### src/rtl/inst_fetch_stage.sv
// Instruction fetch stage: drives the ROM address from the next pc and tracks the in-flight fetch.
// It delivers inst/inst_pc with one cycle of latency. On a stall it replays the held word, on a
// flush it inserts a bubble, and it flags fetches whose address is outside the ROM.
module inst_fetch_stage #(
  parameter int unsigned ADDR_W = 14,
  parameter logic [31:0] NOP    = 32'h0
) (
  input  logic              clk,
  input  logic              reset,
  input  logic [31:0]       pc,
  input  logic              stall,
  input  logic              flush,
  output logic [ADDR_W-1:0] imem_addr,
  input  logic [31:0]       imem_rdata,
  output logic [31:0]       inst,
  output logic [31:0]       inst_pc,
  output logic              inst_valid,
  output logic              addr_fault,
  output logic [31:0]       fetch_count
);

  localparam int unsigned DATA_W = 32;

  typedef enum logic [1:0] {
    BOOT   = 2'd0,
    RUN    = 2'd1,
    HOLD   = 2'd2,
    SQUASH = 2'd3
  } state_e;

  state_e              state_q;
  logic [DATA_W-1:0]   fetch_pc_q;
  logic [DATA_W-1:0]   hold_inst_q;
  logic [DATA_W-1:0]   hold_pc_q;
  logic                hold_valid_q;
  logic                fault_q;
  logic [DATA_W-1:0]   count_q;
  logic [DATA_W-1:0]   count_d;
  logic                out_of_range;

  // ROM address is a plain truncation of the next pc, independent of state and reset.
  assign imem_addr    = pc[ADDR_W-1:0];
  assign out_of_range = (pc >> ADDR_W) != '0;
  assign count_d      = count_q + DATA_W'(1);

  assign addr_fault  = fault_q;
  assign fetch_count = count_q;

  // Delivered word depends only on state, held registers and ROM data (no stall/flush path).
  always_comb begin
    inst       = NOP;
    inst_pc    = fetch_pc_q;
    inst_valid = 1'b0;
    case (state_q)
      RUN: begin
        inst       = imem_rdata;
        inst_pc    = fetch_pc_q;
        inst_valid = 1'b1;
      end
      HOLD: begin
        inst       = hold_inst_q;
        inst_pc    = hold_pc_q;
        inst_valid = hold_valid_q;
      end
      default: begin
        inst       = NOP;
        inst_pc    = fetch_pc_q;
        inst_valid = 1'b0;
      end
    endcase
  end

  // Fetch FSM, in-flight pc, replay registers, sticky fault and delivered-instruction counter.
  always_ff @(posedge clk or posedge reset) begin
    if (reset) begin
      state_q      <= BOOT;
      fetch_pc_q   <= '0;
      hold_inst_q  <= NOP;
      hold_pc_q    <= '0;
      hold_valid_q <= 1'b0;
      fault_q      <= 1'b0;
      count_q      <= '0;
    end else begin
      if (!stall) begin
        fetch_pc_q <= pc;
      end
      if (!stall && out_of_range) begin
        fault_q <= 1'b1;
      end
      // A replayed word is counted once, on the cycle its stall drops.
      if (inst_valid && !stall) begin
        count_q <= count_d;
      end
      if (flush) begin
        state_q <= SQUASH;
      end else if (stall) begin
        // Entering HOLD freezes whatever is on the outputs now, including a bubble.
        if (state_q != HOLD) begin
          hold_inst_q  <= inst;
          hold_pc_q    <= inst_pc;
          hold_valid_q <= inst_valid;
        end
        state_q <= HOLD;
      end else begin
        state_q <= RUN;
      end
    end
  end

endmodule
### config.mk
export PLATFORM = sky130hd
export DESIGN_NAME = inst_fetch_stage
export DESIGN_NICKNAME = d
export VERILOG_FILES = /design/src/rtl/inst_fetch_stage.sv
export SDC_FILE = /design/constraint.sdc
export NUM_CORES = 1
export LEC_CHECK = 0
export CELL_PAD_IN_SITES_DETAIL_PLACEMENT = 1
export CELL_PAD_IN_SITES_GLOBAL_PLACEMENT = 2
export CORE_UTILIZATION = 32
export CTS_BUF_LIST = sky130_fd_sc_hd__clkbuf_4 sky130_fd_sc_hd__clkbuf_8
export DETAILED_ROUTE_END_ITERATION = 10
export PLACE_DENSITY_LB_ADDON = 0.12
export SLEW_MARGIN = 20
export SYNTH_ARGS = -nofsm -noshare
export SYNTH_HDL_FRONTEND = slang
export SYNTH_SLANG_ARGS = --single-unit
### constraint.sdc
create_clock -name clk -period 6.4 [get_ports clk]
set_input_delay 1.28 -clock clk [delete_from_list [all_inputs] [get_ports clk]]
set_output_delay 1.28 -clock clk [all_outputs]
set_load 0.02 [all_outputs]
==> images/wire_density.png <==
(3 px per um) The die is cut into 28 by 28 equal tiles; dark blue is low, red is high, scaled to the fullest tile. Values are wire area over tile area, all layers added.
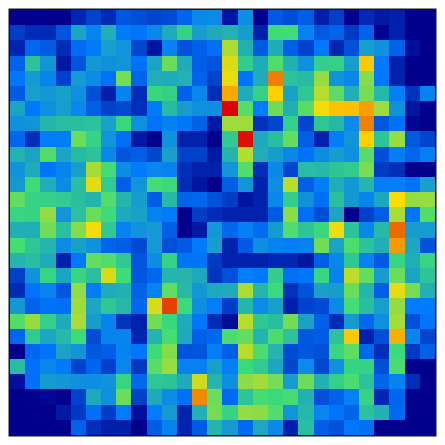
- tiles over half the peak: 15%
- nearly empty tiles: 6.5%
- mean over tiles: 0.12
- fullest tile: 0.40
sum of routed wire length over all layers: 16.2 mm
overall routing resource usage: 17.2%

==> images/registers.png <==
(4 px per um) Other sequential cells in the stronger gray, the rest of the logic in the fainter gray.
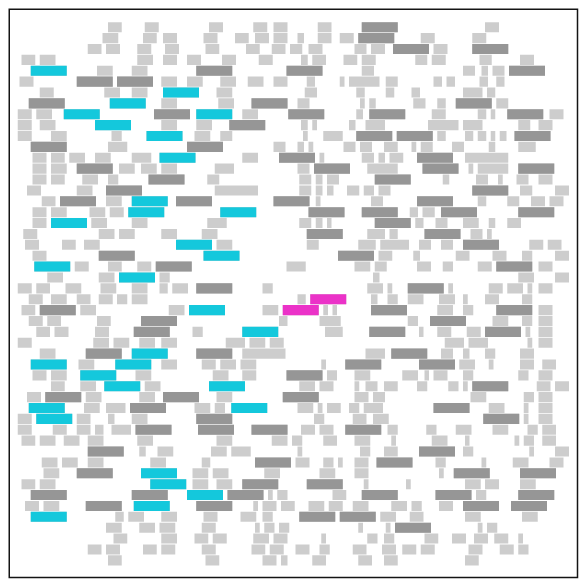
- cyan: hold_pc_q (flops 32)
- magenta: state_q (flops 2)
- not colored: 98
Sequential Power: 977 uW
combined flip-flop and latch cell area: 0.00330 mm^2
share of the final layout cell area in sequential cells: 38.5%
Final Core Density: 45.4%

==> images/metal_stack.png <==
(3 px per um) Only two layers are drawn.
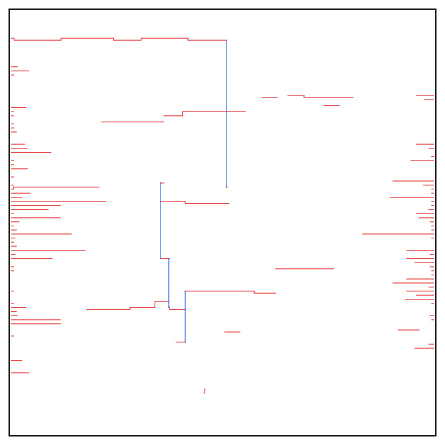
- blue: met4 (wire length 107 um)
- red: met3 (wire length 759 um)
routed length per placed instance: 17.6 um
DR vias: 4,463

==> images/final_placement.png <==
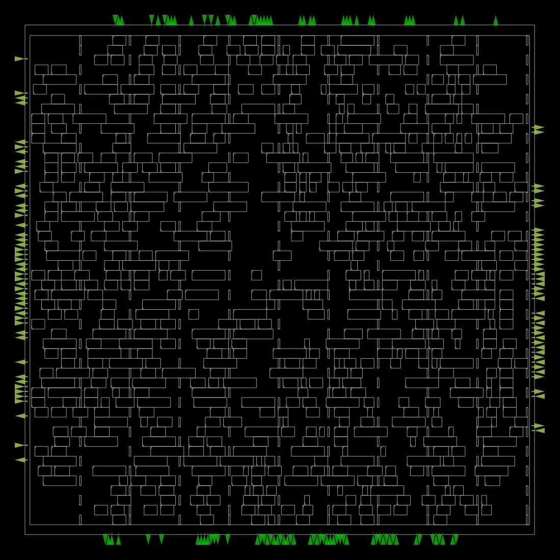
tally of filler cells in the layout: 1,980
core box area: 0.0189 mm^2

## cell families (layout without fill, tap and decap cells)
kind of cell / count (synthesis) / count (layout) / share of synthesized area, %
adder cells (fa/ha/maj): 3 / 3 / 0.601
XOR/XNOR: 31 / 31 / 4.35
AND-OR/OR-AND: 35 / 35 / 4.17
multiplexers: 130 / 130 / 23.5
buffers and inverters: 50 / 223 / 4.47
AND/OR/NAND/NOR: 104 / 104 / 10.0
flip-flops: 132 / 132 / 52.9
## per-layer routing
metal | vias to the layer above | routed length (um)
met1 | 2296 | 7110
met5 | - | 0
li1 | 2045 | -
met2 | 111 | 8180
met4 | 0 | 107
met3 | 11 | 758
## cell type report
class                      count  share of cell area (%)
inverter                       7                   0.365
timing repair buffer         184                    21.3
multi-input combinational    303                    31.1
clock inverter                14                    2.06
sequential                   132                    38.5
clock buffer                  18                    2.82
tap                          260                    3.80
## sequential cells by signal, summed over array words and instances (netlist names)
name          cells
state_q           2
hold_pc_q        32
addr_fault        1
hold_valid_q      1
fetch_count      32
hold_inst_q      32
fetch_pc_q       32
## power groups by stage
| stage | logic (mW) | registers [mW] | clock network, mW |
|---|---|---|---|
| after floorplan | 0.239 | 0.986 | 0 |
| after global placement | 0.417 | 0.990 | 0 |
| after detailed placement | 0.426 | 0.994 | 0 |
| after CTS | 0.429 | 0.978 | 0.774 |
| after global routing | 0.452 | 0.991 | 0.809 |
| final | 0.420 | 0.977 | 0.743 |
## worst max-delay path by stage
stage | slack [ns] | to | cells after the start | start
floorplan | 1.59 | addr_fault | 1 | reset
global placement | 2.42 | hold_inst_q[3] | 6 | stall
detailed placement | 2.39 | inst_pc[3] | 5 | state_q[0]
CTS | 1.89 | inst_pc[3] | 5 | state_q[0]
global route | 1.75 | inst_pc[3] | 5 | state_q[0]
finish | 1.97 | inst_pc[3] | 5 | state_q[0]
==> run notes <==
Physical implementation.

- The stage logs contain a warning count of 27.
- The number of top-level design ports is 180.
- For reference, the critical path cell chain is inv_1 -> ha_2 -> buf_4 -> mux2_2 -> clkdlybuf4s50_1.
- The signed area change from the synthesized netlist to the final layout is 37.3%.
- The total nets after synthesis is 556.
- The hold path depth is 1.
- In this run the deepest clock path goes through 2 buffers.
- STA reports the tightest min-delay check as being of type reg -> reg.
- The initial antenna violation count is 0.
- The number of buffer cells added on primary ports is 179.
- The number of buffers inserted by hold repair at cts is 0.
- The net count of the finished layout is 716.
- The pin count of the biggest net entering global routing is 85.
- The flow ran to the end, and the final reports show no timing, DRC or antenna violations.
- For this run, global-route usage on met3 was measured as 4.96%.
- The predominant post-synthesis flop cell is sky130_fd_sc_hd__dfrtp_1.
- In this run the post-CTS setup repair buffer count came out at 0.
- The worst hold path startpoint is fetch_count[31].
- met2 is the most crowded layer.
- The final standard cell area without fillers is 0.00857 mm^2.
- The via count of the first global-routing pass was between 5,000 and 6,000.
- The top cell types in the final layout, fill and taps aside, are sky130_fd_sc_hd__clkdlybuf4s50_1, sky130_fd_sc_hd__dfrtp_1, sky130_fd_sc_hd__mux2_2.
- The later pin in the worst-skew pair is clocked with a latency of roughly 0.44 ns.
- The share of synthesized registers carrying an async set or reset is 100%.
- The worst hold slack is 0.466 ns.
- The HPWL after detailed placement is 10.9 mm.
- The leakage power figure is 3.68 nW.
- The detailed router finished its first iteration with 142 violations.
- The fraction of post-synthesis cell area in the top cell type by area is around 53%.
- The detailed-route DRC error count is 0.
Power is estimated from default activity; no workload was simulated.
